===== src/rtl/bin2bcd_seq.sv =====
// ---------------------------------------------------------------------------
// bin2bcd_seq
//
// Sequential binary-to-BCD converter (shift-add-3 / double dabble). It
// converts one binary bit per clock. It presents a packed BCD word that
// updates atomically together with a one-cycle done strobe. Inputs above
// MAX_VAL saturate to MAX_VAL and raise ovf.
//
// Optional feature (compile-time macro BIN2BCD_LZ_BLANK_EN):
//   Leading zero digits, excluding digit 0, are replaced by 4'hF. 4'hF is the
//   blank code for the downstream display decoder. With the macro undefined,
//   the output is raw BCD and resets to zero.
//
// Ports:
//   clk      in   system clock
//   rst_n    in   asynchronous active-low reset
//   start    in   conversion request, honoured only while busy=0
//   bin_in   in   [BIN_W-1:0] unsigned value, captured on an accepted start
//   busy     out  high while shifting
//   done     out  one-cycle pulse; bcd_out changes in the same cycle
//   bcd_out  out  [4*DIGITS-1:0] packed BCD, units digit in [3:0]
//   ovf      out  input exceeded MAX_VAL; updated with done, held otherwise
// ---------------------------------------------------------------------------
module bin2bcd_seq #(
    parameter int BIN_W   = 27,
    parameter int DIGITS  = 8,
    parameter int MAX_VAL = 99999999
) (
    input  logic                  clk,
    input  logic                  rst_n,
    input  logic                  start,
    input  logic [BIN_W-1:0]      bin_in,
    output logic                  busy,
    output logic                  done,
    output logic [4*DIGITS-1:0]   bcd_out,
    output logic                  ovf
);

    localparam int               CNT_W   = $clog2(BIN_W + 1);
    localparam logic [BIN_W-1:0] MAX_BIN = BIN_W'(MAX_VAL);

`ifdef BIN2BCD_LZ_BLANK_EN
    localparam logic [4*DIGITS-1:0] RESET_BCD = {{(DIGITS-1){4'hF}}, 4'h0};
`else
    localparam logic [4*DIGITS-1:0] RESET_BCD = '0;
`endif

    typedef enum logic [1:0] {IDLE, SHIFT, DONE} state_t;

    state_t              state;
    state_t              state_next;
    logic [BIN_W-1:0]    shift_reg;
    logic [4*DIGITS-1:0] scratch;
    logic [4*DIGITS-1:0] scratch_adj;
    logic [4*DIGITS-1:0] scratch_shifted;
    logic [4*DIGITS-1:0] bcd_final;
    logic [CNT_W-1:0]    cnt;
    logic                ovf_pending;
    logic                load;
    logic                last_shift;

    // A start is honoured in IDLE and also in DONE. Accepting it in DONE
    // lets a new conversion follow a finished one without a bubble.
    assign load       = start && (state != SHIFT);
    assign last_shift = (state == SHIFT) && (cnt == CNT_W'(1));
    assign busy       = (state == SHIFT);

    // This is one double-dabble step. Each digit that is 5 or more gets +3.
    // The adds are independent 4-bit adds with no carry between digits.
    // After the adds, the binary MSB shifts into the BCD units digit.
    always_comb begin
        scratch_adj = scratch;
        for (int i = 0; i < DIGITS; i++) begin
            if (scratch[4*i +: 4] >= 4'd5) begin
                scratch_adj[4*i +: 4] = scratch[4*i +: 4] + 4'd3;
            end
        end
        scratch_shifted = {scratch_adj[4*DIGITS-2:0], shift_reg[BIN_W-1]};
    end

`ifdef BIN2BCD_LZ_BLANK_EN
    logic leading;

    // This priority chain runs from the most significant digit downward. It
    // blanks zeros until it reaches the first non-zero digit. Digit 0 always
    // stays visible, so a value of zero displays as a single "0".
    always_comb begin
        bcd_final = scratch_shifted;
        leading   = 1'b1;
        for (int i = DIGITS - 1; i >= 1; i--) begin
            if (leading && (scratch_shifted[4*i +: 4] == 4'd0)) begin
                bcd_final[4*i +: 4] = 4'hF;
            end else begin
                leading = 1'b0;
            end
        end
    end
`else
    assign bcd_final = scratch_shifted;
`endif

    always_comb begin
        state_next = state;
        case (state)
            IDLE:    if (start) state_next = SHIFT;
            SHIFT:   if (cnt == CNT_W'(1)) state_next = DONE;
            DONE:    state_next = start ? SHIFT : IDLE;
            default: state_next = IDLE;
        endcase
    end

    always_ff @(posedge clk or negedge rst_n) begin
        if (!rst_n) begin
            state <= IDLE;
        end else begin
            state <= state_next;
        end
    end

    // The final shift writes its result directly into bcd_out. This makes
    // bcd_out and done change on the same edge. Between those edges, bcd_out
    // is never written, so no partial result is ever visible.
    always_ff @(posedge clk or negedge rst_n) begin
        if (!rst_n) begin
            shift_reg   <= '0;
            scratch     <= '0;
            cnt         <= '0;
            ovf_pending <= 1'b0;
            bcd_out     <= RESET_BCD;
            ovf         <= 1'b0;
            done        <= 1'b0;
        end else begin
            done <= last_shift;
            if (load) begin
                shift_reg   <= (bin_in > MAX_BIN) ? MAX_BIN : bin_in;
                ovf_pending <= (bin_in > MAX_BIN);
                scratch     <= '0;
                cnt         <= CNT_W'(BIN_W);
            end else if (state == SHIFT) begin
                shift_reg <= shift_reg << 1;
                scratch   <= scratch_shifted;
                cnt       <= cnt - CNT_W'(1);
                if (last_shift) begin
                    bcd_out <= bcd_final;
                    ovf     <= ovf_pending;
                end
            end
        end
    end

endmodule


===== config.mk =====
export PLATFORM = sky130hd
export DESIGN_NAME = bin2bcd_seq
export DESIGN_NICKNAME = d
export VERILOG_FILES = /design/src/rtl/bin2bcd_seq.sv
export SDC_FILE = /design/constraint.sdc
export NUM_CORES = 1
export LEC_CHECK = 0
export CAP_MARGIN = 15
export CORE_UTILIZATION = 25
export DETAILED_ROUTE_END_ITERATION = 12
export GPL_TIMING_DRIVEN = 0
export PLACE_DENSITY = 0.54
export SLEW_MARGIN = 20
export SYNTH_ARGS = -nofsm -noshare
export SYNTH_HDL_FRONTEND = slang
export SYNTH_SLANG_ARGS = --single-unit

===== constraint.sdc =====
create_clock -name clk -period 1.7 [get_ports clk]
set_input_delay 0.17 -clock clk [delete_from_list [all_inputs] [get_ports clk]]
set_output_delay 0.17 -clock clk [all_outputs]
set_load 0.02 [all_outputs]

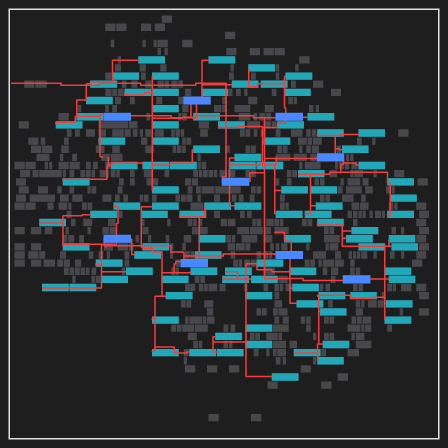
*Clock wires, drivers and flops*
- cyan: flip-flops (count 101)
- red: clock wires (length 1330 µm)
- blue: cells driving clock nets (count 9)
- routed clock nets: 10
P_clk: 1.99 mW
clock share of power: 0.179
latest clock arrival within the worst-skew pair: 0.35 ns
clock skew: 0.00593 ns

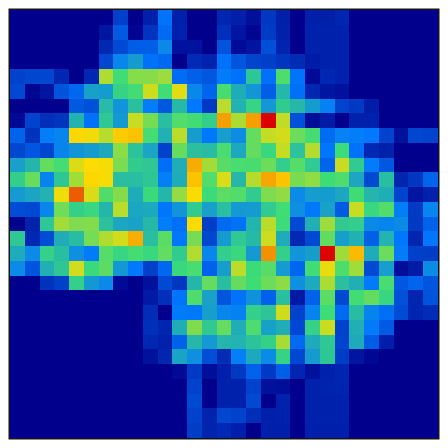
*Signal metal coverage by tile*
The die is cut into 29 by 29 equal tiles; dark blue is low, red is high, scaled to the fullest tile. Values are wire area over tile area, all layers added.
- densest ninth of the die: centre
- fullest tile: 0.42
- tiles over half the peak: 16%
Global Route Usage Sum: 0.134
Routed wire per std cell: 14.4 µm
Post-Route WL: 12700 µm
Vias: 4126

==> synthesized netlist by cell type, types with 2 or more instances <==
| master | instances |
|---|---|
| buf_2 | 7 |
| a31o_1 | 2 |
| mux2_2 | 8 |
| ha_1 | 18 |
| a21o_1 | 3 |
| inv_1 | 20 |
| xnor2_1 | 8 |
| nor2_1 | 32 |
| dfrtp_1 | 101 |
| nand3_1 | 27 |
| nand3b_1 | 2 |
| inv_2 | 2 |
| and3_1 | 3 |
| nand2_1 | 61 |
| a2111oi_0 | 5 |
| clkbuf_1 | 18 |
| o21ai_0 | 101 |
| buf_6 | 2 |
| nor3_1 | 9 |
| nor3b_1 | 8 |
| o31ai_1 | 4 |
| nand2b_1 | 10 |
| a21oi_1 | 29 |
| buf_1 | 4 |
| or3_1 | 13 |
| o22a_1 | 3 |
| or3b_2 | 3 |
| a31oi_1 | 16 |
==> per-layer routing <==
layer | vias to the layer above | wire, µm | GRT usage
met4 | 0 | 85 | 0.0277
li1 | 2051 | - | -
met1 | 2000 | 6190 | 0.178
met3 | 7 | 477 | 0.0359
met2 | 68 | 5930 | 0.216
met5 | - | 0 | 0
==> stage by stage <==
| stage | hold WS [ns] | setup WS [ns] | utilization | TNS (ns) |
|---|---|---|---|---|
| final | 0.360 | 0.102 | 0.330 | 0 |
| after global routing | 0.411 | -0.0101 | 0.330 | -0.0101 |
| after CTS | 0.375 | 0.0137 | 0.326 | 0 |
| after detailed placement | 0.193 | -0.488 | 0.307 | -21.88 |
| after global placement | 0.459 | -3.61 | 0.306 | -385.35 |
| after floorplan | -0.126 | 0.176 | - | 0 |
==> cell families after synthesis <==
logic type                 count (synthesis)  synth area share
adders and majority gates                 18            0.0452
muxes                                      9            0.0201
and+or+nand+nor                          174             0.173
xor gates and xnor gates                   8            0.0141
buffers and inverters                     53            0.0447
DFF                                      101             0.508
AOI/OAI and AO/OA                        171             0.195
==> layout make-up <==
type	instances	share of cell area
multi-input cells	380	0.358
flip-flops and latches	101	0.394
inverters	22	0.0137
repair buffers	69	0.110
plain buffers	30	0.0279
clock inverters	5	0.00546
clock buffers	11	0.0394
well taps	265	0.0517
==> worst paths after layout <==
kind / from / to / slack [ns] / cells past startpoint
worst max-delay path: scratch[16]$_DFFE_PN0P_ / scratch[18]$_DFFE_PN0P_ / 0.10 / 6
worst min-delay path: rst_n / shift_reg[2]$_DFFE_PN0P_ / 0.36 / 2
worst max register to register: scratch[16]$_DFFE_PN0P_ / scratch[18]$_DFFE_PN0P_ / 0.10 / 6
worst min register to register: state[0]$_DFFE_PN0P_ / state[0]$_DFFE_PN0P_ / 0.47 / 1
max in group asynchronous: rst_n / state[0]$_DFFE_PN0P_ / 0.74 / 3
min in group clk: bin_in[3] / shift_reg[3]$_DFFE_PN0P_ / 0.44 / 3
==> repair_timing <==
action,in CTS,in global routing
setup buffers,0,3
pin swaps,0,5
hold buffers,1,0
hold endpoints to repair,60,0
setup endpoints to repair,69,81
resized,32,43
==> critical path, delay by kind of cell, from the launching register on <==
kind	cells	cell delay, ns
buffers and inverters	1	0.10
and+or+nand+nor	1	0.09
adders and majority gates	1	0.21
AOI/OAI and AO/OA	2	0.33
muxes	1	0.38
DFF	1	0.42
==> out/qor.txt <==
sequential power: 4.25 mW
ys flops: 101
filler instances: 2041
Post-synth EDFFs: 0
status: finished clean
CTS tree: done
Combinational Power Share: 0.440
die area: 0.0205 mm²
Die Ht: 143 µm
YS chip area: 0.00498 mm²
site row count: 51
Startpoint Class: flop
Clock transition at path regs: 0.07 ns
largest net degree at the start of global routing: 62
Overflow after GRT: 0
vias per cell: 4.67
Max IR drop VDD: 0.000578 V
Fin. Hold Viols: 0
main area contributors: dfrtp_1 51%, o21ai_0 10%, nand2_1 4.6%
Root Driver: clkbuf_16
final worst-path cycle share: 0.940
Synth Flop Type: dfrtp_1
share of final-layout standard cells stronger than drive strength 1: 0.139
Max Fclk: 626 MHz
Top-area cell share: 0.508
Power figures rest on the tool's default switching activity, not on a simulated workload.
